<file path="src/rtl/sdram_traffic_gen.sv">
// SDRAM bus traffic generator and read-back checker.
// Writes a pattern over a window, reads it back and counts mismatches.
module sdram_traffic_gen #(
  parameter int          DW          = 16,
  parameter int          AW          = 24,
  parameter int          NUM_WORDS   = 1024,
  parameter int          BURST_BEATS = 4,
  parameter int          TIMEOUT     = 255,
  parameter logic [15:0] SEED        = 16'hACE1
) (
  input  logic            clk,
  input  logic            rst,
  input  logic            start,
  input  logic            mode,
  input  logic [AW-1:0]   base_addr,
  output logic            busy,
  output logic            done,
  output logic            pass,
  output logic            timeout,
  output logic [15:0]     err_count,
  output logic [AW-1:0]   first_err_addr,
  output logic            bus_req_read,
  output logic            bus_req_write,
  output logic [AW-1:0]   bus_req_addr,
  output logic            bus_req_burst,
  output logic [2:0]      bus_req_burst_len,
  output logic [DW-1:0]   bus_req_wdata,
  output logic [DW/8-1:0] bus_req_byteenable,
  input  logic            bus_req_ready,
  input  logic            bus_rsp_valid,
  input  logic [DW-1:0]   bus_rsp_rdata
);

  localparam int CW = $clog2(NUM_WORDS) + 1;
  localparam int BW = (BURST_BEATS > 1) ? $clog2(BURST_BEATS) : 1;
  localparam int TW = ($clog2(TIMEOUT + 1) > 8) ? $clog2(TIMEOUT + 1) : 8;
  localparam int RW = ((DW + 15) / 16) * 16;

  localparam logic [CW-1:0] NW      = CW'(NUM_WORDS);
  localparam logic [CW-1:0] NW_M1   = CW'(NUM_WORDS - 1);
  localparam logic [CW-1:0] NB      = CW'(BURST_BEATS);
  localparam logic [BW-1:0] B_LAST  = BW'(BURST_BEATS - 1);
  localparam logic [TW-1:0] T_LAST  = TW'(TIMEOUT - 1);
  localparam logic [AW-1:0] A_MASK  = ~AW'(BURST_BEATS - 1);
  localparam logic [2:0]    BLEN    = 3'($clog2(BURST_BEATS));
  localparam logic          BURST   = (BURST_BEATS > 1);
  localparam logic [DW-1:0] XPAT    = {(DW/2){2'b01}};

  typedef enum logic [2:0] {
    IDLE, WR, RD_REQ, RD_WAIT, DONE
  } state_t;

  state_t          state;
  state_t          state_nx;
  logic [CW-1:0]   cnt;
  logic [BW-1:0]   bcnt;
  logic [TW-1:0]   tcnt;
  logic [15:0]     lfsr;
  logic [AW-1:0]   base;
  logic            mode_q;

  logic [AW-1:0]   cur_addr;
  logic [AW-1:0]   beat_addr;
  logic [15:0]     lfsr_nx;
  logic [DW-1:0]   pat;
  logic            beat;
  logic            last_beat;
  logic            mism;
  logic            to_hit;
  logic [15:0]     err_nx;

  function automatic logic [15:0] lfsr_step(input logic [15:0] s);
    logic [15:0] sh;
    sh = {1'b0, s[15:1]};
    return s[0] ? (sh ^ 16'hB400) : sh;
  endfunction

  function automatic logic [DW-1:0] pattern(
    input logic [AW-1:0] a,
    input logic [15:0]   s,
    input logic          m
  );
    logic [RW-1:0] rep;
    rep = {(RW/16){s}};
    if (m) return rep[DW-1:0];
    return DW'(a) ^ XPAT;
  endfunction

  // Datapath helpers: addresses, expected word, compare and timeout hit.
  always_comb begin
    cur_addr  = base + AW'(cnt);
    beat_addr = cur_addr + AW'(bcnt);
    lfsr_nx   = lfsr_step(lfsr);
    pat       = pattern(beat_addr, lfsr, mode_q);
    beat      = (state == RD_WAIT) && bus_rsp_valid;
    last_beat = beat && (bcnt == B_LAST);
    mism      = beat && (bus_rsp_rdata != pat);
    to_hit    = (state == RD_WAIT) && !last_beat && (tcnt == T_LAST);
    err_nx    = err_count;
    if (mism && (err_count != 16'hFFFF))
      err_nx = err_count + 16'd1;
  end

  // State register.
  always_ff @(posedge clk) begin
    if (rst) state <= IDLE;
    else     state <= state_nx;
  end

  // Next-state and bus request outputs.
  always_comb begin
    state_nx           = state;
    busy               = 1'b0;
    done               = 1'b0;
    bus_req_read       = 1'b0;
    bus_req_write      = 1'b0;
    bus_req_addr       = '0;
    bus_req_burst      = 1'b0;
    bus_req_burst_len  = 3'd0;
    bus_req_wdata      = '0;
    bus_req_byteenable = '1;
    unique case (state)
      IDLE: begin
        if (start) state_nx = WR;
      end
      WR: begin
        busy          = 1'b1;
        bus_req_write = 1'b1;
        bus_req_addr  = cur_addr;
        bus_req_wdata = pat;
        if (bus_req_ready && (cnt == NW_M1))
          state_nx = RD_REQ;
      end
      RD_REQ: begin
        busy              = 1'b1;
        bus_req_read      = 1'b1;
        bus_req_addr      = cur_addr;
        bus_req_burst     = BURST;
        bus_req_burst_len = BURST ? BLEN : 3'd0;
        if (bus_req_ready) state_nx = RD_WAIT;
      end
      RD_WAIT: begin
        busy = 1'b1;
        if (last_beat)
          state_nx = ((cnt + NB) == NW) ? DONE : RD_REQ;
        else if (to_hit)
          state_nx = DONE;
      end
      DONE: begin
        done = 1'b1;
        if (start) state_nx = WR;
      end
      default: state_nx = IDLE;
    endcase
  end

  // Counters, LFSR, error tracking and result flags.
  always_ff @(posedge clk) begin
    if (rst) begin
      cnt            <= '0;
      bcnt           <= '0;
      tcnt           <= '0;
      lfsr           <= SEED;
      base           <= '0;
      mode_q         <= 1'b0;
      err_count      <= '0;
      first_err_addr <= '0;
      timeout        <= 1'b0;
      pass           <= 1'b0;
    end else begin
      if (((state == IDLE) || (state == DONE)) && start) begin
        cnt            <= '0;
        bcnt           <= '0;
        tcnt           <= '0;
        lfsr           <= SEED;
        base           <= base_addr & A_MASK;
        mode_q         <= mode;
        err_count      <= '0;
        first_err_addr <= '0;
        timeout        <= 1'b0;
        pass           <= 1'b0;
      end
      if ((state == WR) && bus_req_ready) begin
        if (cnt == NW_M1) begin
          cnt  <= '0;
          lfsr <= SEED;
        end else begin
          cnt  <= cnt + 1'b1;
          lfsr <= lfsr_nx;
        end
      end
      if ((state == RD_REQ) && bus_req_ready) begin
        tcnt <= '0;
        bcnt <= '0;
      end
      if (state == RD_WAIT) begin
        tcnt <= tcnt + 1'b1;
        if (beat) begin
          lfsr      <= lfsr_nx;
          err_count <= err_nx;
          if (mism && (err_count == 16'd0))
            first_err_addr <= beat_addr;
          if (last_beat) begin
            bcnt <= '0;
            cnt  <= cnt + NB;
          end else begin
            bcnt <= bcnt + 1'b1;
          end
        end
        if (to_hit) timeout <= 1'b1;
      end
      if ((state != DONE) && (state_nx == DONE))
        pass <= (err_nx == 16'd0) && !(timeout || to_hit);
    end
  end

endmodule

</file>
<file path="config.mk">
export PLATFORM = sky130hd
export DESIGN_NAME = sdram_traffic_gen
export DESIGN_NICKNAME = d
export VERILOG_FILES = /design/src/rtl/sdram_traffic_gen.sv
export SDC_FILE = /design/constraint.sdc
export NUM_CORES = 1
export LEC_CHECK = 0
export CORE_MARGIN = 5
export CORE_UTILIZATION = 35
export CTS_CLUSTER_DIAMETER = 60
export DETAILED_ROUTE_END_ITERATION = 8
export GPL_ROUTABILITY_DRIVEN = 0
export PLACE_DENSITY = 0.57
export SKIP_CTS_REPAIR_TIMING = 1
export SYNTH_ARGS = -nofsm -noshare
export SYNTH_HDL_FRONTEND = slang
export SYNTH_SLANG_ARGS = --single-unit
</file>
<file path="constraint.sdc">
create_clock -name clk -period 5.5 [get_ports clk]
set_input_delay 1.1 -clock clk [delete_from_list [all_inputs] [get_ports clk]]
set_output_delay 1.1 -clock clk [all_outputs]
set_load 0.05 [all_outputs]
</file>
run_1/registers.png
Other sequential cells in the stronger grey, the rest of the logic in the fainter grey.
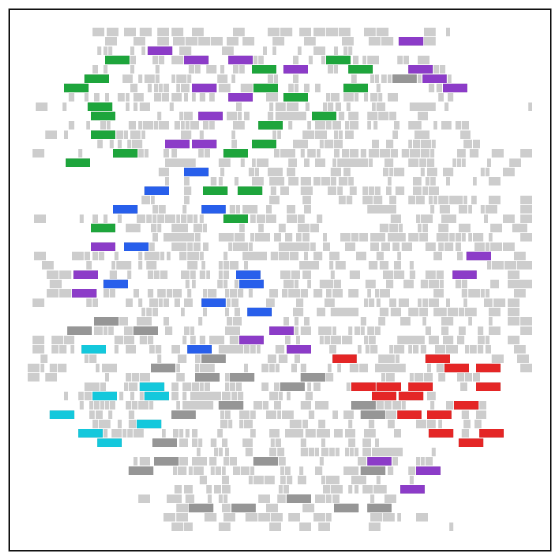
cyan -> tcnt  # placed flops 8, where lower left
green -> base  # placed flops 22
red -> lfsr  # placed flops 16
purple -> first_err_addr  # placed flops 24, where spread over the die
blue -> cnt  # placed flops 11
seq pwr: 0.793 mW
Util after Layout: 43.8%
fraction of area in registers: 22.2%

run_1/gate_families.png
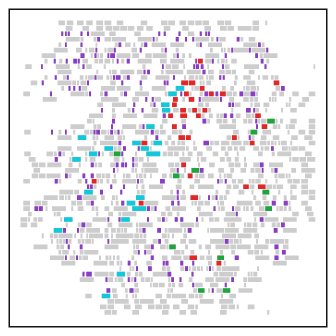
purple -> NAND gates  # cells 228
cyan -> adder and majority cells  # cells 22
red -> AND-OR and OR-AND gates  # cells 34
green -> multiplexers  # cells 11
most frequently placed logic cell in the final layout: nor2_1
final std cells w/o fill: 1432
logic share of the area: 54.0%

==> datasheet_impl.txt, run 1 <==
Summary of implementation characteristics

Parameter                              Value

Detailed routing
  Met1 Routed Length .................. 12.7 mm
  Final routed wire length divided by cell count .................. 18.2 um
  Via total after detailed routing .................. 7985
  ANT nets after route .................. 0

Worst setup path
  Endpoint of the worst register-to-register path .................. err_count[10]
  Crit-path most repeated cell .................. a21oi_1
  Capturing element type of the critical path .................. output port
  Nature of the critical path startpoint .................. flip-flop
  Cell at the slowest stage of the critical path .................. or4_1
  Highest cell delay on the worst timing path .................. 0.63 ns
  Data arrival time of the critical path .................. 4.19 ns
  Register-to-register path setup slack .................. 0.40 ns
  Cell breakdown of the critical path .................. ha_1 -> a211o_1 -> and3_1 -> or2_2 -> or4_1 -> or4_4 -> o31ai_4 -> a21oi_1 -> a21oi_1 -> nor2_1 -> buf_4

Finish
  Num sequential .................. 105
  Ant. Diodes .................. 0
  Number of nets in the layout .................. 1215
  Multi-input comb cells .................. 847
  Biggest registers after layout .................. first_err_addr (24), base (22)

Yosys
  Yosys cell count .................. 1045
  Primary flip-flop cell chosen by synthesis mapping .................. dfxtp_1
  Count of mapped cells out of synthesis .................. 1045
  Number of unique standard cell types used by synthesis .................. 83
  Mean Syn Cell Area .................. 7.27 um^2
  Dominant kind of combinational cell .................. simple AND/OR/NAND/NOR gates
  Yosys synthesis chip area .................. 7600 um^2
  Post-synthesis compound-gate area fraction .................. 23.3%
  Largest area contributor in the netlist .................. dfxtp_1

Final timing
  Worst hold margin .................. 0.464 ns
  Rel. slew slack .................. 40.6%
  Final TNS setup .................. 0 ns
  Max frequency .................. 0.189 GHz
  Final worst setup slack .................. 0.215 ns
  RSZ-0062 raised after global routing .................. false

Pwr
  Power drawn by the combinational cells .................. 0.349 mW
  Int Pwr .................. 1.23 mW
  Leading power group .................. sequential cells
  Reported net switching power .................. 0.550 mW
  Power density normalized to cell area .................. 189 nW/um^2

Min path
  Hold-critical path depth .................. 2
  Launch instance of the worst min-delay path .................. first_err_addr[21]

Run status
  Status .................. complete, no violations

Clock network
  CTS clk-pin slew, worst paths .................. 0.07 ns
  Number of buffers on the longest clock path .................. 2
  Count of H-tree levels built during CTS .................. 3

Job
  Max Cap Violations .................. 0

Placed design
  Placed insts .................. 1416

Floorplanning
  Inserted tap cell count .................. 280
run_1/met2.png
Cells faint in the background.
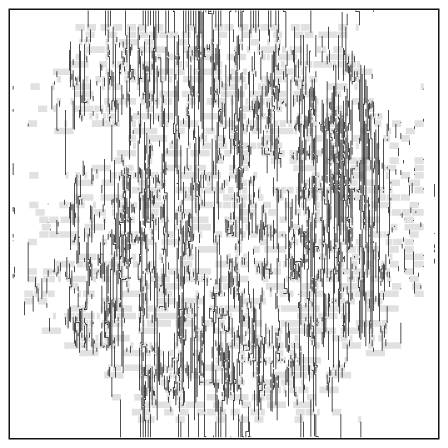
share of all routed wire = 44%
longest straight run = 72.8 um
main direction = vertical
nets with wire on the layer = 987
final WL: 26.1 mm
met2 Usage GRT: 31.2%

## Run 2: what changed since run 1
--- a/config.mk
+++ b/config.mk
@@ -5,12 +5,14 @@
 export SDC_FILE = /design/constraint.sdc
 export NUM_CORES = 1
 export LEC_CHECK = 0
+export CAP_MARGIN = 20
 export CORE_MARGIN = 5
 export CORE_UTILIZATION = 35
 export CTS_CLUSTER_DIAMETER = 60
 export DETAILED_ROUTE_END_ITERATION = 8
 export GPL_ROUTABILITY_DRIVEN = 0
 export PLACE_DENSITY = 0.57
+export RECOVER_POWER = 50
 export SKIP_CTS_REPAIR_TIMING = 1
 export SYNTH_ARGS = -nofsm -noshare
 export SYNTH_HDL_FRONTEND = slang
==> datasheet_impl.txt, run 2 <==
Summary of implementation characteristics

Parameter                              Value

Pwr
  Leading power group .................. sequential cells
  Power density normalized to cell area .................. 189 nW/um^2
  Int Pwr .................. 1.23 mW
  Power drawn by the combinational cells .................. 0.347 mW
  Seq pwr .................. 0.793 mW

Floorplanning
  Inserted tap cell count .................. 280

Yosys
  Mean Syn Cell Area .................. 7.27 um^2
  Post-synthesis compound-gate area fraction .................. 23.3%
  Primary flip-flop cell chosen by synthesis mapping .................. dfxtp_1

Placed design
  Placed insts .................. 1416

Job
  Max Cap Violations .................. 1

Worst setup path
  Highest cell delay on the worst timing path .................. 0.64 ns
  Cell breakdown of the critical path .................. ha_1 -> a211o_1 -> and3_1 -> or2_2 -> or4_1 -> or4_4 -> o31ai_4 -> a21oi_1 -> a21oi_1 -> nor2_1 -> buf_4
  Register-to-register path setup slack .................. 0.39 ns

Run status
  Violated checks .................. capacitance limit, slew limit
  Status .................. finished with violations

Final timing
  Max Slew Vio Count .................. 55
  RSZ-0062 raised after global routing .................. false
  Final worst setup slack .................. 0.206 ns

Finish
  Final std cells w/o fill .................. 1432

Clock network
  Number of buffers on the longest clock path .................. 2

Detailed routing
  ANT nets after route .................. 0
run_2/registers.png
Other sequential cells in the stronger grey, the rest of the logic in the fainter grey.
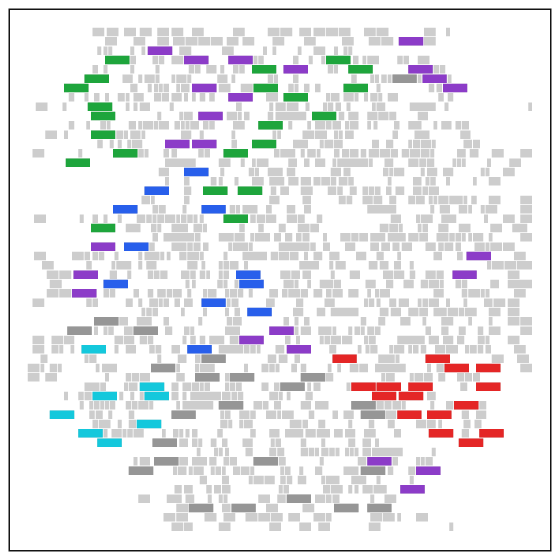
purple -> first_err_addr  # placed flops 24, where spread over the die
red -> lfsr  # placed flops 16
blue -> cnt  # placed flops 11
green -> base  # placed flops 22
cyan -> tcnt  # placed flops 8, where lower left
not coloured = 24
fraction of area in registers: 22.2%
Util after Layout: 43.7%
Sequential cell area: 2100 um^2

run_2/met2.png
Cells faint in the background.
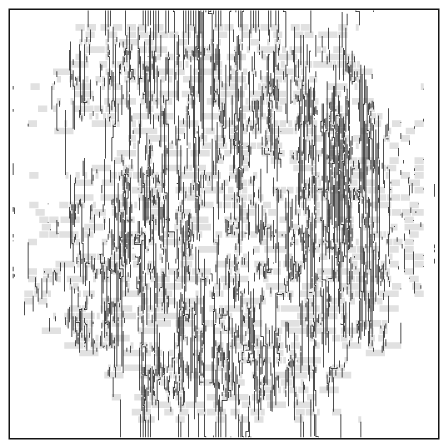
longest straight run = 72.8 um
main direction = vertical
wire length on this layer = 11400 um
final WL: 26.1 mm
via total after detailed routing: 8027

run_2/final_congestion.png
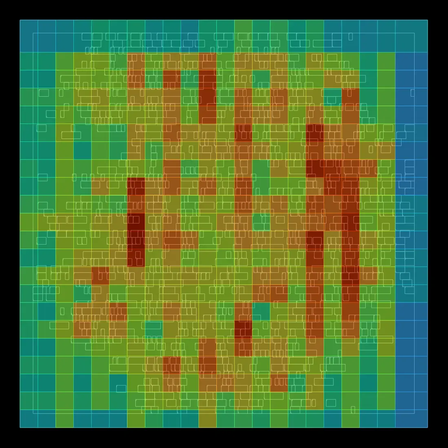
final routed wire length divided by cell count: 18.2 um
busiest layer in global routing: met2
total routing usage reported by global routing: 20.5%

## Run 3: what changed since run 2
--- a/config.mk
+++ b/config.mk
@@ -6,12 +6,14 @@
 export NUM_CORES = 1
 export LEC_CHECK = 0
 export CAP_MARGIN = 20
+export CELL_PAD_IN_SITES_DETAIL_PLACEMENT = 1
+export CELL_PAD_IN_SITES_GLOBAL_PLACEMENT = 1
 export CORE_MARGIN = 5
 export CORE_UTILIZATION = 35
 export CTS_CLUSTER_DIAMETER = 60
 export DETAILED_ROUTE_END_ITERATION = 8
 export GPL_ROUTABILITY_DRIVEN = 0
-export PLACE_DENSITY = 0.57
+export PLACE_DENSITY = 0.75
 export RECOVER_POWER = 50
 export SKIP_CTS_REPAIR_TIMING = 1
 export SYNTH_ARGS = -nofsm -noshare
==> datasheet_impl.txt, run 3 <==
Summary of implementation characteristics

Parameter                              Value

Final timing
  RSZ-0062 raised after global routing .................. false
  Final worst setup slack .................. 0.251 ns
  Max Slew Vio Count .................. 84
  Max frequency .................. 0.191 GHz
  Final TNS setup .................. 0 ns

Clock network
  Number of buffers on the longest clock path .................. 2

Worst setup path
  Register-to-register path setup slack .................. 0.37 ns
  Highest cell delay on the worst timing path .................. 0.59 ns
  Data arrival time of the critical path .................. 4.15 ns

GRT
  Busiest layer in global routing .................. met2

Yosys
  Largest area contributor in the netlist .................. dfxtp_1
  Mean Syn Cell Area .................. 7.27 um^2
  Count of mapped cells out of synthesis .................. 1045
  Dominant kind of combinational cell .................. simple AND/OR/NAND/NOR gates

Min path
  Hold-critical path depth .................. 2

Floorplanning
  Inserted tap cell count .................. 280

Placed design
  Placed insts .................. 1417

Finish
  Final std cells w/o fill .................. 1436
  Most frequently placed logic cell in the final layout .................. nor2_1
  Sequential cell area .................. 2100 um^2

Run status
  Status .................. finished with violations
  Violated checks .................. capacitance limit, slew limit

Pwr
  Leading power group .................. sequential cells
  Power drawn by the combinational cells .................. 0.359 mW

Job
  Max Cap Violations .................. 2
run_3/registers.png
Other sequential cells in the stronger grey, the rest of the logic in the fainter grey.
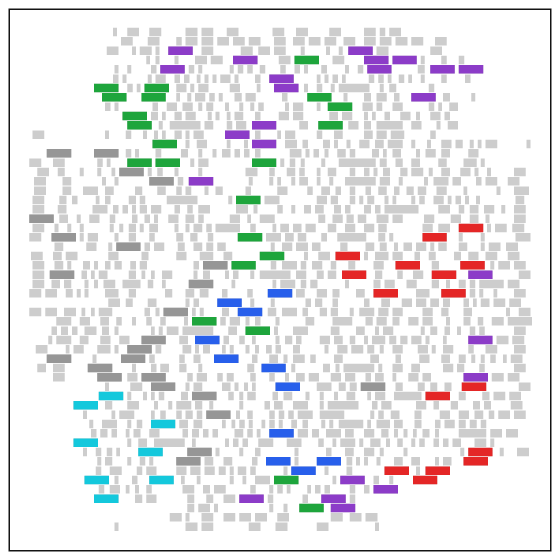
red -> lfsr  # placed flops 16, where middle right
blue -> cnt  # placed flops 11
green -> base  # placed flops 22
cyan -> tcnt  # placed flops 8, where lower left
purple -> first_err_addr  # placed flops 24
Util after Layout: 44.1%
seq pwr: 0.792 mW
fraction of area in registers: 22.0%

run_3/met3.png
Bar = 50 um.
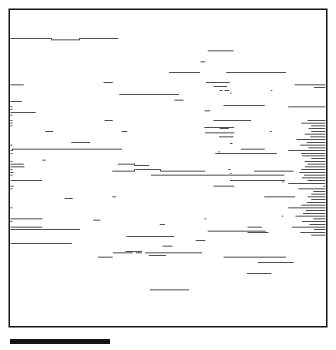
main direction = horizontal
nets with wire on the layer = 117
wire length on this layer = 1440 um
share of all routed wire = 5.1%
longest straight run = 66.0 um
fraction of met3 tracks used by global routing: 3.08%
final WL: 28.0 mm
via total after detailed routing: 8145

run_3/met2.png
Cells faint in the background.
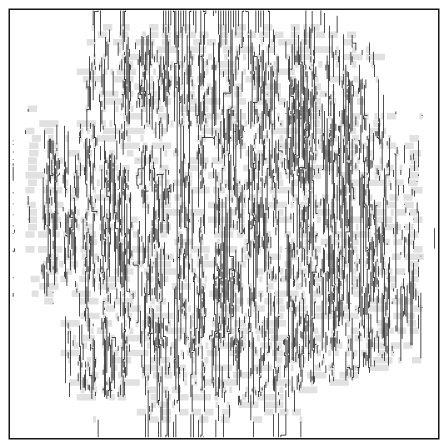
nets with wire on the layer = 1091
main direction = vertical
met2 Usage GRT: 36.8%

No activity file was given, so power comes from the tool's default toggle rates.
